$ cat src/rtl/sq_carry_normalize_pkg.sv
// rtl/sq_carry_normalize_pkg.sv - shared constants and types for the squaring carry normaliser
//
// Purpose: default widths, pass count and FSM state type used by
// sq_carry_normalize and sq_carry_pass.
// Ports: none (package).
// Optional feature macro consumed by the importing top: MSU_CARRY_EARLY_EXIT_EN.

package sq_carry_normalize_pkg;

  localparam int WordBits     = 16;
  localparam int SqSumBits    = 20;
  localparam int SqNormCols   = 8;
  localparam int SqNormPasses = 2;

  typedef enum logic [1:0] {
    IDLE = 2'd0,
    PASS = 2'd1,
    DONE = 2'd2
  } sq_norm_state_e;

  // One redundant output coefficient: a full word plus one carry bit.
  typedef logic [WordBits:0] sq_coeff_t;

endpackage

$ cat src/rtl/sq_carry_pass.sv
// rtl/sq_carry_pass.sv - one combinational carry-propagation pass over the column array
//
// Purpose: splits every column below the top into lo/hi halves and adds each
// hi half into the next column up; the top column absorbs hi of the column
// below it and is never split itself.
// Ports:
//   cols        in   (NUM_COLS+1) x SUM_BITS  current column values
//   cols_next   out  (NUM_COLS+1) x SUM_BITS  column values after one pass
//   all_hi_zero out  1                        no column below the top has hi bits set

module sq_carry_pass
  import sq_carry_normalize_pkg::*;
#(
  parameter int NUM_COLS  = SqNormCols,
  parameter int SUM_BITS  = SqSumBits,
  parameter int WORD_BITS = WordBits
) (
  input  logic [NUM_COLS:0][SUM_BITS-1:0] cols,
  output logic [NUM_COLS:0][SUM_BITS-1:0] cols_next,
  output logic                            all_hi_zero
);

  always_comb begin
    cols_next   = '0;
    all_hi_zero = 1'b1;

    cols_next[0] = SUM_BITS'(cols[0][WORD_BITS-1:0]);
    for (int k = 1; k < NUM_COLS; k++) begin
      // lo is at most 2^WORD_BITS-1 and hi is narrower than a word,
      // so the sum always fits back into SUM_BITS.
      cols_next[k] = SUM_BITS'(cols[k][WORD_BITS-1:0])
                   + SUM_BITS'(cols[k-1][SUM_BITS-1:WORD_BITS]);
    end
    cols_next[NUM_COLS] = cols[NUM_COLS]
                        + SUM_BITS'(cols[NUM_COLS-1][SUM_BITS-1:WORD_BITS]);

    for (int k = 0; k < NUM_COLS; k++) begin
      if (cols[k][SUM_BITS-1:WORD_BITS] != '0) begin
        all_hi_zero = 1'b0;
      end
    end
  end

endmodule

$ cat src/rtl/sq_carry_normalize.sv
// rtl/sq_carry_normalize.sv - iterative carry normaliser from column sums to redundant coefficients
//
// Purpose: accepts one vector of column sums, runs NUM_PASSES carry passes
// (one per clock), then holds the (WORD_BITS+1)-bit coefficients until the
// consumer takes them. Vectors are never overlapped.
// Optional feature: MSU_CARRY_EARLY_EXIT_EN - leave PASS as soon as a pass
// would change nothing; results are identical, only latency shrinks.
// Ports:
//   clk_i     in   1                           clock
//   rst_i     in   1                           synchronous active-high reset
//   sums_i    in   NUM_COLS x SUM_BITS         column sums
//   valid_i   in   1                           sums_i valid
//   ready_o   out  1                           block can accept (IDLE only)
//   coeffs_o  out  (NUM_COLS+1) x (WORD_BITS+1) coefficients; index NUM_COLS is the top carry column
//   valid_o   out  1                           coeffs_o valid (DONE)
//   ready_i   in   1                           consumer accepts

module sq_carry_normalize
  import sq_carry_normalize_pkg::*;
#(
  parameter int NUM_COLS   = SqNormCols,
  parameter int SUM_BITS   = SqSumBits,
  parameter int WORD_BITS  = WordBits,
  parameter int NUM_PASSES = SqNormPasses
) (
  input  logic                               clk_i,
  input  logic                               rst_i,
  input  logic [NUM_COLS-1:0][SUM_BITS-1:0]  sums_i,
  input  logic                               valid_i,
  output logic                               ready_o,
  output logic [NUM_COLS:0][WORD_BITS:0]     coeffs_o,
  output logic                               valid_o,
  input  logic                               ready_i
);

  localparam int CNT_BITS = (NUM_PASSES > 1) ? $clog2(NUM_PASSES) : 1;

  sq_norm_state_e                  state, state_next;
  logic [CNT_BITS-1:0]             pass_cnt, pass_cnt_next;
  logic [NUM_COLS:0][SUM_BITS-1:0] col, col_next, col_pass;
  logic                            all_hi_zero;
  logic                            early_exit;

  sq_carry_pass #(
    .NUM_COLS  (NUM_COLS),
    .SUM_BITS  (SUM_BITS),
    .WORD_BITS (WORD_BITS)
  ) u_pass (
    .cols        (col),
    .cols_next   (col_pass),
    .all_hi_zero (all_hi_zero)
  );

`ifdef MSU_CARRY_EARLY_EXIT_EN
  // A pass with no hi bits below the top column is an identity, so stop.
  assign early_exit = all_hi_zero;
`else
  // The flag is only consumed by the early-exit build.
  logic all_hi_zero_unused;
  assign all_hi_zero_unused = all_hi_zero;
  assign early_exit         = 1'b0;
`endif

  always_comb begin
    state_next    = state;
    pass_cnt_next = pass_cnt;
    col_next      = col;
    ready_o       = 1'b0;
    valid_o       = 1'b0;

    case (state)
      IDLE: begin
        ready_o = 1'b1;
        if (valid_i) begin
          for (int k = 0; k < NUM_COLS; k++) begin
            col_next[k] = sums_i[k];
          end
          col_next[NUM_COLS] = '0;
          pass_cnt_next      = '0;
          state_next         = PASS;
        end
      end
      PASS: begin
        if (early_exit) begin
          pass_cnt_next = '0;
          state_next    = DONE;
        end else begin
          col_next      = col_pass;
          pass_cnt_next = pass_cnt + 1'b1;
          if (pass_cnt == CNT_BITS'(NUM_PASSES - 1)) begin
            state_next = DONE;
          end
        end
      end
      DONE: begin
        valid_o = 1'b1;
        if (ready_i) begin
          state_next = IDLE;
        end
      end
      default: state_next = IDLE;
    endcase
  end

  // The top column is kept at SUM_BITS internally; legal parameters keep
  // its value inside WORD_BITS+1 bits, so truncation loses nothing.
  always_comb begin
    coeffs_o = '0;
    for (int k = 0; k <= NUM_COLS; k++) begin
      coeffs_o[k] = col[k][WORD_BITS:0];
    end
  end

  always_ff @(posedge clk_i) begin
    if (rst_i) begin
      state    <= IDLE;
      pass_cnt <= '0;
      col      <= '0;
    end else begin
      state    <= state_next;
      pass_cnt <= pass_cnt_next;
      col      <= col_next;
    end
  end

endmodule

$ cat config.mk
export PLATFORM = sky130hd
export DESIGN_NAME = sq_carry_normalize
export DESIGN_NICKNAME = d
export VERILOG_FILES = /design/src/rtl/sq_carry_normalize_pkg.sv /design/src/rtl/sq_carry_pass.sv /design/src/rtl/sq_carry_normalize.sv
export SDC_FILE = /design/constraint.sdc
export NUM_CORES = 1
export LEC_CHECK = 0
export CAP_MARGIN = 10
export CORE_MARGIN = 5
export CORE_UTILIZATION = 52
export DETAILED_ROUTE_END_ITERATION = 10
export PLACE_DENSITY = 0.87
export SLEW_MARGIN = 0
export SYNTH_ARGS = -nofsm -noshare
export SYNTH_HDL_FRONTEND = slang
export SYNTH_SLANG_ARGS = --single-unit
$ cat constraint.sdc
create_clock -name clk_i -period 3.1 [get_ports clk_i]
set_input_delay 0.62 -clock clk_i [delete_from_list [all_inputs] [get_ports clk_i]]
set_output_delay 0.62 -clock clk_i [all_outputs]
set_load 0.02 [all_outputs]
clk_routes.png
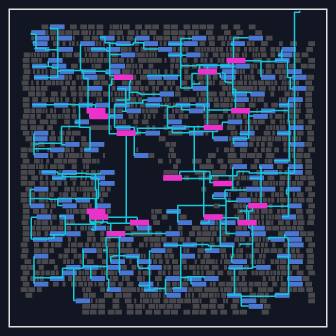
Key: cyan = clock wires [length 2340 um]; magenta = clock drivers [count 17]; blue = flip-flops [count 180]
There are 18 routed clock nets.

==> impl_metrics.csv <==
group,metric,value,unit
final_layout,comb_share,41.17,%
final_layout,final_core_utilization,67.33,%
synthesis,netlist_instances,1314,
critical_path,crit_path_max_fanout,8,
final_layout,final.signal_buffer_count,339,
critical_path,cpLargestDelayFamily,"AND-OR/OR-AND gates",
final_timing,rsz0062_at_grt,"false",
critical_path,cp-startpoint,"coeffs_o[101]",
critical_path,r2r.worst_path.cells,7,
final_layout,seq-cell-share,26.38,%
detailed_routing,postRouteAntennaNets,0,
synthesis,dominantRegCellSynth,"sky130_fd_sc_hd__dfxtp_1",
synthesis,yosys.stat.chipArea,10750,um^2
clock_tree,tritoncts_clock_tree,"yes",
final_layout,fin_area,13670,um^2
final_layout,layout_top_cell_excl_fill_tap,"sky130_fd_sc_hd__clkdlybuf4s50_1",
detailed_routing,met1_length,14250,um
place,place.detailed.instances,1688,
critical_path,reg2reg_setup_slack,610,ps
final_layout,sequential_cell_total,180,
final_layout,final-instance-count-excl-fill,1721,
outcome,outcome,"finished, final reports clean",
final_layout,fin_nets,1641,
worst_hold_path,min-delay-path-class,"reg2reg",
run,timing.max_cap.violations,0,
clock_tree,post_cts_hold_buffer_count,0,
final_timing,fin_crit,2490,ps
die,placement_rows,52,
global_route,grt_pass1_vias,10000,
final_timing,final.setup.worst_slack,610.4,ps
critical_path,worst_setup_path_endpoint,"coeffs_o[110]",
detailed_routing,wl_met3,2679,um
final_timing,timing.fmax,401.7,MHz
final_layout,largest_cell_class,"logic gates",
die,die_area,23640,um^2
global_route,initial_antenna_violation_count,1,
synthesis,top_area_cell,"sky130_fd_sc_hd__dfxtp_1",
critical_path,crit_path_top_delay_cell,"sky130_fd_sc_hd__a21oi_1",
global_route,global_route_wire_length_before_repair,53730,um
synthesis,mappedNetlistNets,1518,
synthesis,synth.cells.most_frequent,"180 x sky130_fd_sc_hd__dfxtp_1, 153 x sky130_fd_sc_hd__buf_4, 123 x sky130_fd_sc_hd__nor2_1",
detailed_routing,top_routing_layer_in_use,"met4",
final_layout,final-comb-area,5627,um^2
clocks.png
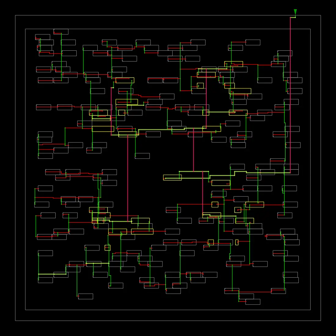
number of sinks handled by clock tree synthesis: 180
clock-net power: 2.37 mW
Layout clock buffers: 19
Max Clock Skew: 12.65 ps
number of CTS-inserted buffers: 17

[cell families (layout without fill, tap and decap cells)]
family / after synthesis / after routing / synth area share [%]
XOR/XNOR: 57 / 57 / 4.645
flip-flops: 180 / 180 / 33.53
buffers and inverters: 250 / 386 / 14.46
multiplexers: 2 / 2 / 0.1979
adder cells (fa/ha/maj): 40 / 40 / 5.216
other: 0 / 1 / 0
AND-OR/OR-AND: 401 / 401 / 24.92
AND/OR/NAND/NOR: 384 / 384 / 17.03
[power by group]
part	internal [mW]	total (mW)	switching, mW
Combinational	1.11	2.39	1.28
Sequential	2.59	2.95	0.357
Clock	1.39	2.37	0.988
Total	5.08	7.71	2.63
[sequential cells by signal (all words and copies together) (netlist names)]
signal / count
coeffs_o: 153
col: 24
pass_cnt: 1
state: 2
Power is estimated from default activity; no workload was simulated.
